[src/rtl/fifo_state_ctrl_if.sv]
// rtl/fifo_state_ctrl_if.sv - request/status bundle between the FIFO user and fifo_state_ctrl.
// Carries almost_full/almost_empty only when FIFO_ALMOST_FLAGS_EN is defined.
interface fifo_state_ctrl_if #(
  parameter int AW = 3,
  parameter int CW = 4
);
  logic          wr_en;
  logic          rd_en;
  logic [2:0]    state;
  logic [AW-1:0] head;
  logic [AW-1:0] tail;
  logic [CW-1:0] data_count;
  logic          we;
  logic          re;
  logic [AW-1:0] wr_addr;
  logic [AW-1:0] rd_addr;
  logic          full;
  logic          empty;
  logic          wr_ack;
  logic          wr_err;
  logic          rd_ack;
  logic          rd_err;
`ifdef FIFO_ALMOST_FLAGS_EN
  logic          almost_full;
  logic          almost_empty;
`endif

  modport master (
    output wr_en, rd_en,
    input  state, head, tail, data_count, we, re, wr_addr, rd_addr,
           full, empty, wr_ack, wr_err, rd_ack, rd_err
`ifdef FIFO_ALMOST_FLAGS_EN
           , almost_full, almost_empty
`endif
  );

  modport slave (
    input  wr_en, rd_en,
    output state, head, tail, data_count, we, re, wr_addr, rd_addr,
           full, empty, wr_ack, wr_err, rd_ack, rd_err
`ifdef FIFO_ALMOST_FLAGS_EN
           , almost_full, almost_empty
`endif
  );
endinterface

[src/rtl/fifo_state_ctrl.sv]
// rtl/fifo_state_ctrl.sv - FIFO control stage: op state, head/tail/count, storage strobes and flags.
// Optional almost_full/almost_empty outputs enabled by defining FIFO_ALMOST_FLAGS_EN.
module fifo_state_ctrl #(
  parameter int AW = 3,
  parameter int CW = 4
) (
  input logic             clk,
  input logic             reset,
  fifo_state_ctrl_if.slave bus
);

  typedef enum logic [2:0] {
    ST_INIT     = 3'b000,
    ST_WRITE    = 3'b001,
    ST_WR_ERROR = 3'b010,
    ST_READ     = 3'b011,
    ST_RD_ERROR = 3'b100,
    ST_NO_OP    = 3'b101
  } state_t;

  localparam logic [CW-1:0] DEPTH = CW'(2 ** AW);

  state_t        r_state;
  logic [AW-1:0] r_head;
  logic [AW-1:0] r_tail;
  logic [CW-1:0] r_count;
  logic          r_we;
  logic          r_re;
  logic [AW-1:0] r_wr_addr;
  logic [AW-1:0] r_rd_addr;

  logic w_full;
  logic w_empty;

  assign w_full  = (r_count == DEPTH);
  assign w_empty = (r_count == '0);

  // The decision depends only on the requests and the count, so any state
  // code (including unused ones) leads to the same next-state choice.
  always_ff @(posedge clk) begin
    if (reset) begin
      r_state   <= ST_INIT;
      r_head    <= '0;
      r_tail    <= '0;
      r_count   <= '0;
      r_we      <= 1'b0;
      r_re      <= 1'b0;
      r_wr_addr <= '0;
      r_rd_addr <= '0;
    end else begin
      r_we <= 1'b0;
      r_re <= 1'b0;
      case ({bus.wr_en, bus.rd_en})
        2'b10: begin
          if (!w_full) begin
            r_state   <= ST_WRITE;
            r_wr_addr <= r_tail;
            r_tail    <= r_tail + 1'b1;
            r_count   <= r_count + 1'b1;
            r_we      <= 1'b1;
          end else begin
            r_state <= ST_WR_ERROR;
          end
        end
        2'b01: begin
          if (!w_empty) begin
            r_state   <= ST_READ;
            r_rd_addr <= r_head;
            r_head    <= r_head + 1'b1;
            r_count   <= r_count - 1'b1;
            r_re      <= 1'b1;
          end else begin
            r_state <= ST_RD_ERROR;
          end
        end
        default: r_state <= ST_NO_OP;
      endcase
    end
  end

  assign bus.state      = r_state;
  assign bus.head       = r_head;
  assign bus.tail       = r_tail;
  assign bus.data_count = r_count;
  assign bus.we         = r_we;
  assign bus.re         = r_re;
  assign bus.wr_addr    = r_wr_addr;
  assign bus.rd_addr    = r_rd_addr;
  assign bus.full       = w_full;
  assign bus.empty      = w_empty;
  assign bus.wr_ack     = (r_state == ST_WRITE);
  assign bus.wr_err     = (r_state == ST_WR_ERROR);
  assign bus.rd_ack     = (r_state == ST_READ);
  assign bus.rd_err     = (r_state == ST_RD_ERROR);

`ifdef FIFO_ALMOST_FLAGS_EN
  assign bus.almost_full  = !reset && (r_count == DEPTH - 1'b1);
  assign bus.almost_empty = !reset && (r_count == CW'(1));
`endif

endmodule

[src/flat_wrapper.sv]
// flat-port wrapper written by rule: the top's interface ports become plain ports
module fifo_state_ctrl_flat 
#(
  parameter int AW = 3,
  parameter int CW = 4
)
  (clk, reset, bus_wr_en, bus_rd_en, bus_state, bus_head, bus_tail, bus_data_count, bus_we, bus_re, bus_wr_addr, bus_rd_addr, bus_full, bus_empty, bus_wr_ack, bus_wr_err, bus_rd_ack, bus_rd_err);
  fifo_state_ctrl_if #(.AW(AW), .CW(CW)) bus_i ();
  input logic clk;
  input logic reset;
  input wire logic [$bits(bus_i.wr_en)-1:0] bus_wr_en;
  input wire logic [$bits(bus_i.rd_en)-1:0] bus_rd_en;
  output wire logic [$bits(bus_i.state)-1:0] bus_state;
  output wire logic [$bits(bus_i.head)-1:0] bus_head;
  output wire logic [$bits(bus_i.tail)-1:0] bus_tail;
  output wire logic [$bits(bus_i.data_count)-1:0] bus_data_count;
  output wire logic [$bits(bus_i.we)-1:0] bus_we;
  output wire logic [$bits(bus_i.re)-1:0] bus_re;
  output wire logic [$bits(bus_i.wr_addr)-1:0] bus_wr_addr;
  output wire logic [$bits(bus_i.rd_addr)-1:0] bus_rd_addr;
  output wire logic [$bits(bus_i.full)-1:0] bus_full;
  output wire logic [$bits(bus_i.empty)-1:0] bus_empty;
  output wire logic [$bits(bus_i.wr_ack)-1:0] bus_wr_ack;
  output wire logic [$bits(bus_i.wr_err)-1:0] bus_wr_err;
  output wire logic [$bits(bus_i.rd_ack)-1:0] bus_rd_ack;
  output wire logic [$bits(bus_i.rd_err)-1:0] bus_rd_err;
  assign bus_i.wr_en = bus_wr_en;
  assign bus_i.rd_en = bus_rd_en;
  assign bus_state = bus_i.state;
  assign bus_head = bus_i.head;
  assign bus_tail = bus_i.tail;
  assign bus_data_count = bus_i.data_count;
  assign bus_we = bus_i.we;
  assign bus_re = bus_i.re;
  assign bus_wr_addr = bus_i.wr_addr;
  assign bus_rd_addr = bus_i.rd_addr;
  assign bus_full = bus_i.full;
  assign bus_empty = bus_i.empty;
  assign bus_wr_ack = bus_i.wr_ack;
  assign bus_wr_err = bus_i.wr_err;
  assign bus_rd_ack = bus_i.rd_ack;
  assign bus_rd_err = bus_i.rd_err;
  fifo_state_ctrl #(.AW(AW), .CW(CW)) u_core (.clk(clk), .reset(reset), .bus(bus_i));
endmodule
[config.mk]
export PLATFORM = sky130hd
export DESIGN_NAME = fifo_state_ctrl_flat
export DESIGN_NICKNAME = d
export VERILOG_FILES = /design/src/rtl/fifo_state_ctrl_if.sv /design/src/rtl/fifo_state_ctrl.sv /design/src/flat_wrapper.sv
export SDC_FILE = /design/constraint.sdc
export NUM_CORES = 1
export LEC_CHECK = 0
export ABC_AREA = 1
export CORE_MARGIN = 1.5
export CORE_UTILIZATION = 46
export CTS_CLUSTER_DIAMETER = 40
export CTS_CLUSTER_SIZE = 14
export DETAILED_ROUTE_END_ITERATION = 8
export GPL_TIMING_DRIVEN = 0
export MAX_ROUTING_LAYER = met4
export PLACE_DENSITY = 0.78
export SETUP_SLACK_MARGIN = 0.15
export SYNTH_ARGS = -nofsm -noshare
export SYNTH_HDL_FRONTEND = slang
export SYNTH_SLANG_ARGS = --single-unit
[constraint.sdc]
create_clock -name clk -period 1.95 [get_ports clk]
set_clock_uncertainty 0.2 [all_clocks]
set_input_delay 0.2925 -clock clk [delete_from_list [all_inputs] [get_ports clk]]
set_output_delay 0.2925 -clock clk [all_outputs]
set_load 0.005 [all_outputs]
Run 1, clock routing:
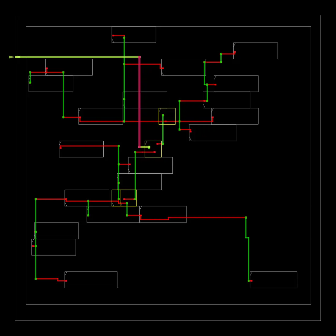
CTS buffer count: 3
clock network power: 206 µW

Run 1, sequential cells grouped by signal name:
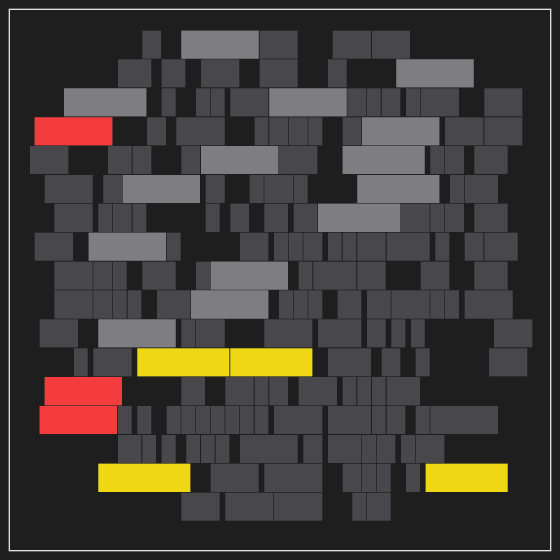
[u_core.bus.data_count] yellow | flops: 4
[u_core.bus.wr_addr] red | flops: 3
Sequential Power: 535 µW
flop share of the area: 29.3%

Run 1, cell sizes after repair:
Scale bar: 20 µm.
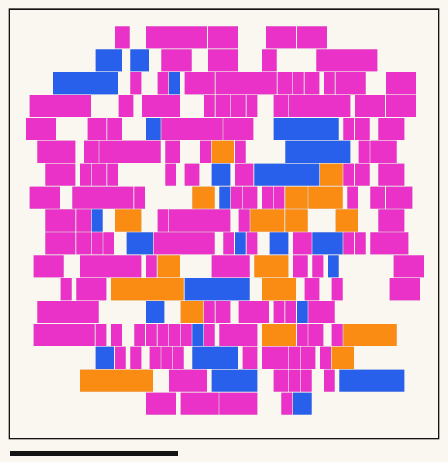
[drive 1 or less] magenta | cells: 134 | share: 76% | most used: inv_1
[drive 3 to 4] orange | cells: 18 | share: 10% | most used: buf_4
[drive 2] blue | cells: 25 | share: 14% | most used: inv_2
setup ws final: 168 ps
Layout area overhead: 40.9%
Signal buffers: 37

==> impl_metrics.json, run 1 <==
{
  "place.gp.congestion": 0.775,
  "p_int_uw": 762,
  "place_inst": 195,
  "async_flop_share_pct": 0,
  "timing.hold.ws_ps": 262,
  "holdCritPathClass": "in -> reg",
  "max_stage_delay_ps": 390,
  "vias": 976,
  "clk_path_buf_depth": 2,
  "cap_violations": 0,
  "clk_latency_ps": 290,
  "timing.fmax_mhz": 561,
  "antenna_found_initial": 0,
  "ys_seq_share_pct": 39.9,
  "powerDensity_nw_per_um2": 754,
  "final_cell_mix": "inv_1 (23), clkdlybuf4s50_1 (21), nand2_1 (18), nor2_1 (13), dfxtp_1 (13)",
  "top_cells_by_count": "inv_1 (24), dfxtp_1 (21), nand2_1 (18), nor2_1 (13), o21ai_0 (9)",
  "nets": 188,
  "port_buffers": 30,
  "insertedDiodeCount": 0,
  "period_needed_ps": 1780,
  "cp.arrival_ps": 1290,
  "fill_cells": 199,
  "fin_setup_tns_ps": 0,
  "switchingPower_uw": 357,
  "path_cells": "nor2_4, buf_4, nand3_2, inv_1, dlygate4sd2_1",
  "topCellsByArea": "dfxtp_1 (40%), inv_1 (8.6%), ha_1 (7.1%)",
  "fp_util_pct": 48.1,
  "syn_area_um2": 1050,
  "synth.distinct_cells": 25,
  "setup_viol": 0,
  "finalClockPeriodUsage_pct": 91.4,
  "syn_avg_cell_area_um2": 7.69,
  "io_pins": 31,
  "outcome": "finished clean",
  "cp_max_fo": 6,
  "fp.dieH_um": 50.9,
  "postPlaceCellArea_um2": 1390,
  "layout-drive-gt1-share_pct": 24.3,
  "pwr-share-clk_pct": 18.4,
  "grt_setup_unrepaired": "yes",
  "most_common_cell": "inv_1",
  "largest_reg_flops": 4,
  "top_cell_area_share_pct": 39.9,
  "grt_max_degree": 12,
  "ys_area_um2": 1050,
  "critPathCaptureType": "output pin",
  "final_hold_viol_count": 0,
  "wl_um": 2240,
  "ctsRootBufferMaster": "clkbuf_4",
  "grt_usage_pct": 19.8,
  "static-leakage-power_uw": 0.000747,
  "htree_levels": 1,
  "fin_cells": 205,
  "edf_count": 0,
  "numClockSinks": 21,
  "dr.pass1.iters": 4,
  "layout_top_cell": "inv_1",
  "criticalPathCategory": "reg -> out",
  "totalPowerFinal_uw": 1120
}
[run 1: final timing paths]
path                                                from                  end  slack, ps  cells past startpoint
worst max-delay path            u_core.bus.data_count[0]            bus_empty        170                      5
worst min-delay path                           bus_wr_en  u_core.bus.state[1]        260                      5
worst max register to register  u_core.bus.data_count[0]   u_core.bus.head[0]        380                     10
worst min register to register        u_core.bus.head[0]   u_core.bus.head[0]        280                      1
[run 1: power groups by stage]
stage,sequential [µW],combinational [µW],clock [µW]
detailed placement,540,355,0
CTS,531,370,210
floorplan,537,198,0
global placement,537,345,0
finish,535,378,206
global route,544,423,234
[run 1: critical path, delay by kind of cell (launching register included)]
kind	cells	cell delay, ps
buffers and inverters	3	400
flip-flops	1	390
AND/OR/NAND/NOR	2	210
[run 1: metal layers]
layer / GRT usage [%] / share of wire [%] / wire, µm / vias up
met4: 5.86 / 0.63 / 14 / 0
met1: 22.9 / 45 / 1000 / 448
met2: 34.9 / 50 / 1130 / 22
met3: 3.80 / 4.1 / 92 / 2
met5: - / 0 / 0 / -
li1: - / - / - / 504
[run 1: kinds of logic after synthesis]
logic type      share of synthesized area, %
fa+ha+maj                               7.13
buf+inv                                 11.2
compound gates                          10.3
simple gates                            29.8
xor+xnor                                1.66
flops                                   39.9
[run 1: cell type report]
| class | instances | area, µm² | share of cell area (%) |
|---|---|---|---|
| plain buffers | 1 | 5.00 | 0.337 |
| repair buffers | 36 | 349 | 23.5 |
| multi-input cells | 85 | 520 | 35.1 |
| inverters | 30 | 113 | 7.59 |
| flip-flops and latches | 21 | 435 | 29.3 |
| well taps | 28 | 35.0 | 2.36 |
| clock buffers | 4 | 26.3 | 1.77 |
[run 1: repair_timing]
action / CTS / global route
endpoints found under the setup margin: 10 / 6
hold buffers: 0 / 0
resized: 13 / 9
pin swaps: 4 / 6
setup buffers: 3 / 3
==> run 2, diff against run 1 <==
- CTS_CLUSTER_DIAMETER: 40 -> 30
Run 2, clock wires, drivers and flops:
Scale bar: 20 µm.
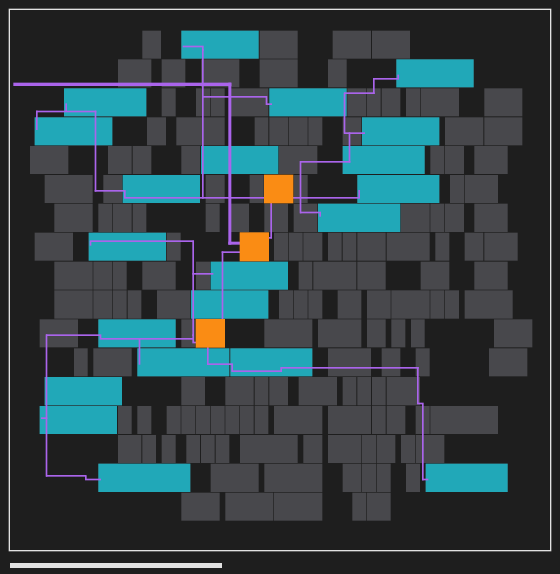
[flip-flops] cyan | count: 21
[cells driving clock nets] orange | count: 3
[clock wires] purple | length: 240 µm
routed clock nets: 4

Run 2, cell sizes after repair:
Scale bar: 20 µm.
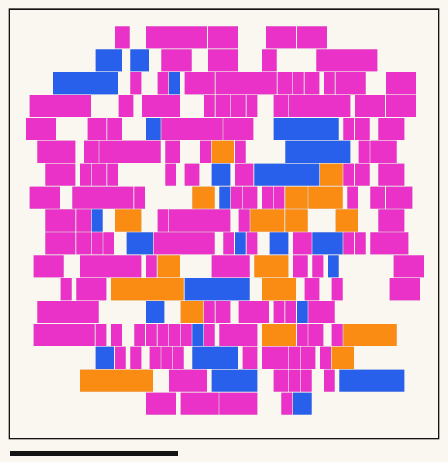
[drive 3 to 4] orange | cells: 18 | share: 10% | most used: buf_4
[drive 1 or less] magenta | cells: 134 | share: 76% | most used: inv_1
[drive 2] blue | cells: 25 | share: 14% | most used: inv_2

==> run 2 against run 1 <==
  * Critical path depth stayed put
  * Final cell count stayed put
  * Design area stayed put
  * Combinational power hardly changed
  * Non-clock buffer count stayed put
  * Routed wire length stayed put
  * Critical endpoint unchanged
  * Largest cell class unchanged
  * Highest routed layer unchanged
==> impl_metrics.json, run 2 <==
{
  "outcome": "finished clean",
  "wl_um": 2240,
  "warning_count": 30,
  "topCellsByArea": "dfxtp_1 (40%), inv_1 (8.6%), ha_1 (7.1%)",
  "wl_met3_um": 92,
  "static-leakage-power_uw": 0.000747,
  "synth.distinct_cells": 25,
  "postPlaceCellArea_um2": 1390,
  "met2_usage_pct": 34.9,
  "fp_util_pct": 48.1,
  "hpwl_um": 1650,
  "cap_violations": 0,
  "grtUsageMet3_pct": 3.80,
  "timing.fmax_mhz": 561,
  "clk_latency_ps": 290,
  "syn_area_um2": 1050,
  "powerDensity_nw_per_um2": 754,
  "ir_drop_v": 0.000457,
  "die_w_um": 50.9,
  "antenna_found_initial": 0,
  "place_inst": 195,
  "top_cells_by_count": "inv_1 (24), dfxtp_1 (21), nand2_1 (18), nor2_1 (13), o21ai_0 (9)",
  "fp.dieH_um": 50.9,
  "cp-start-kind": "register",
  "critPathRequiredTime_ps": 1460,
  "place.gp.congestion": 0.775,
  "numClockSinks": 21,
  "yosys-stat-cells": 137,
  "fin_setup_tns_ps": 0,
  "ant_nets": 0,
  "grt_busiest_layer": "met2",
  "syn_avg_cell_area_um2": 7.69,
  "critPathCaptureType": "output pin",
  "most_common_cell": "inv_1",
  "grt_setup_unrepaired": "yes",
  "cts_tree": "yes",
  "clk_path_buf_depth": 2,
  "overflow": 0,
  "grt_pass1_wl_um": 3800,
  "pre_cts_ws_ps": -181,
  "grt_max_degree": 12,
  "cp_max_fo": 6,
  "design_area_um2": 1480,
  "num_rows": 17,
  "tightest_slew_ps": 297,
  "holdCritPathClass": "in -> reg",
  "dieArea_um2": 2590,
  "final_cell_mix": "inv_1 (23), clkdlybuf4s50_1 (21), nand2_1 (18), nor2_1 (13), dfxtp_1 (13)",
  "nets": 188,
  "grt_usage_pct": 19.8,
  "layout_top_cell": "inv_1",
  "ys_warn_count": 0,
  "vias": 976,
  "synth_flops": 21,
  "highest_layer": "met4",
  "wl_per_cell_um": 10.9,
  "insertedDiodeCount": 0,
  "dr.pass1.iters": 4,
  "vias_per_cell": 4.76,
  "fin_cells": 205,
  "fin_util_pct": 67.7,
  "port_buffers": 30,
  "drc": 0,
  "slew_violations": 0,
  "clk_pin_slew_ps": 120,
  "ys_seq_share_pct": 39.9,
  "ys_area_um2": 1050,
  "ctsRootBufferMaster": "clkbuf_4",
  "grtUsageMet1_pct": 22.9,
  "top_cell_area_share_pct": 39.9,
  "grt_pass1_vias": 918,
  "largest_reg_flops": 4,
  "fp_nets": 147,
  "criticalPathCategory": "reg -> out",
  "drt_iter0_markers": 16,
  "met1Wirelength_um": 1000,
  "totalPowerFinal_uw": 1120,
  "setup_viol": 0,
  "relSlewSlack_pct": 80.2,
  "regArea_um2": 435,
  "syn_to_final_growth_pct": 40.9,
  "edf_count": 0,
  "core_area_um2": 2190,
  "period_needed_ps": 1780,
  "logic_area_um2": 520,
  "htree_levels": 1,
  "fin_ws_ps": 168,
  "async_flop_share_pct": 0,
  "finalClockPeriodUsage_pct": 91.4,
  "route.met2.wl_um": 1130,
  "syn_inst": 137,
  "layout-drive-gt1-share_pct": 24.3,
  "fill_cells": 199,
  "cp.arrival_ps": 1290,
  "yosys.area.top_type": "dfxtp_1",
  "timing.hold.ws_ps": 262,
  "final_hold_viol_count": 0,
  "flop_cell": "dfxtp_1",
  "cts_buffers": 3,
  "io_pins": 31
}
[run 2: cell counts after synthesis]
Identical to the previous run, type by type.
[run 2: path summary, 6_finish.rpt]
check	cells past startpoint	slack, ps	from	to
max	5	170	u_core.bus.data_count[0]	bus_empty
min	5	260	bus_wr_en	u_core.bus.state[1]
max reg2reg	10	380	u_core.bus.data_count[0]	u_core.bus.head[0]
min reg2reg	1	280	u_core.bus.head[0]	u_core.bus.head[0]
[run 2: final cells by class]
| class | instances | area share (%) |
|---|---|---|
| Sequential cell | 21 | 29.3 |
| Inverter | 30 | 7.59 |
| Clock buffer | 4 | 1.77 |
| Multi-Input combinational cell | 85 | 35.1 |
| Buffer | 1 | 0.337 |
| Timing Repair Buffer | 36 | 23.5 |
| Tap cell | 28 | 2.36 |
[run 2: logic make-up after synthesis]
group                      after synthesis  synth area share [%]
AOI/OAI and AO/OA                       19                  10.3
xor gates and xnor gates                 2                  1.66
adders and majority gates                6                  7.13
buffers and inverters                   31                  11.2
DFF                                     21                  39.9
and+or+nand+nor                         58                  29.8
[run 2: critical path, stage by stage, from the launching register on]
cell and delay (ps):
dfxtp_4 390, nor2_4 140, buf_4 130, nand3_2 70
inv_1 50, dlygate4sd2_1 220
[run 2: report_power, final]
part / leakage (µW) / total (µW) / internal [µW] / switching [µW]
Clock: 0.0000150 / 206 / 79.5 / 126
Sequential: 0.000175 / 535 / 482 / 53.1
Combinational: 0.000557 / 378 / 201 / 177
Total: 0.000747 / 1120 / 762 / 356
[run 2: what timing repair did]
item | 4_1_cts | 5_1_grt
hold buffers | 0 | 0
resized | 13 | 9
gates cloned | 0 | 0
endpoints found under the setup margin | 10 | 6
pin swaps | 4 | 6
hold endpoints to repair | 0 | 0
setup buffers | 3 | 3
Power figures rest on the tool's default switching activity, not on a simulated workload.
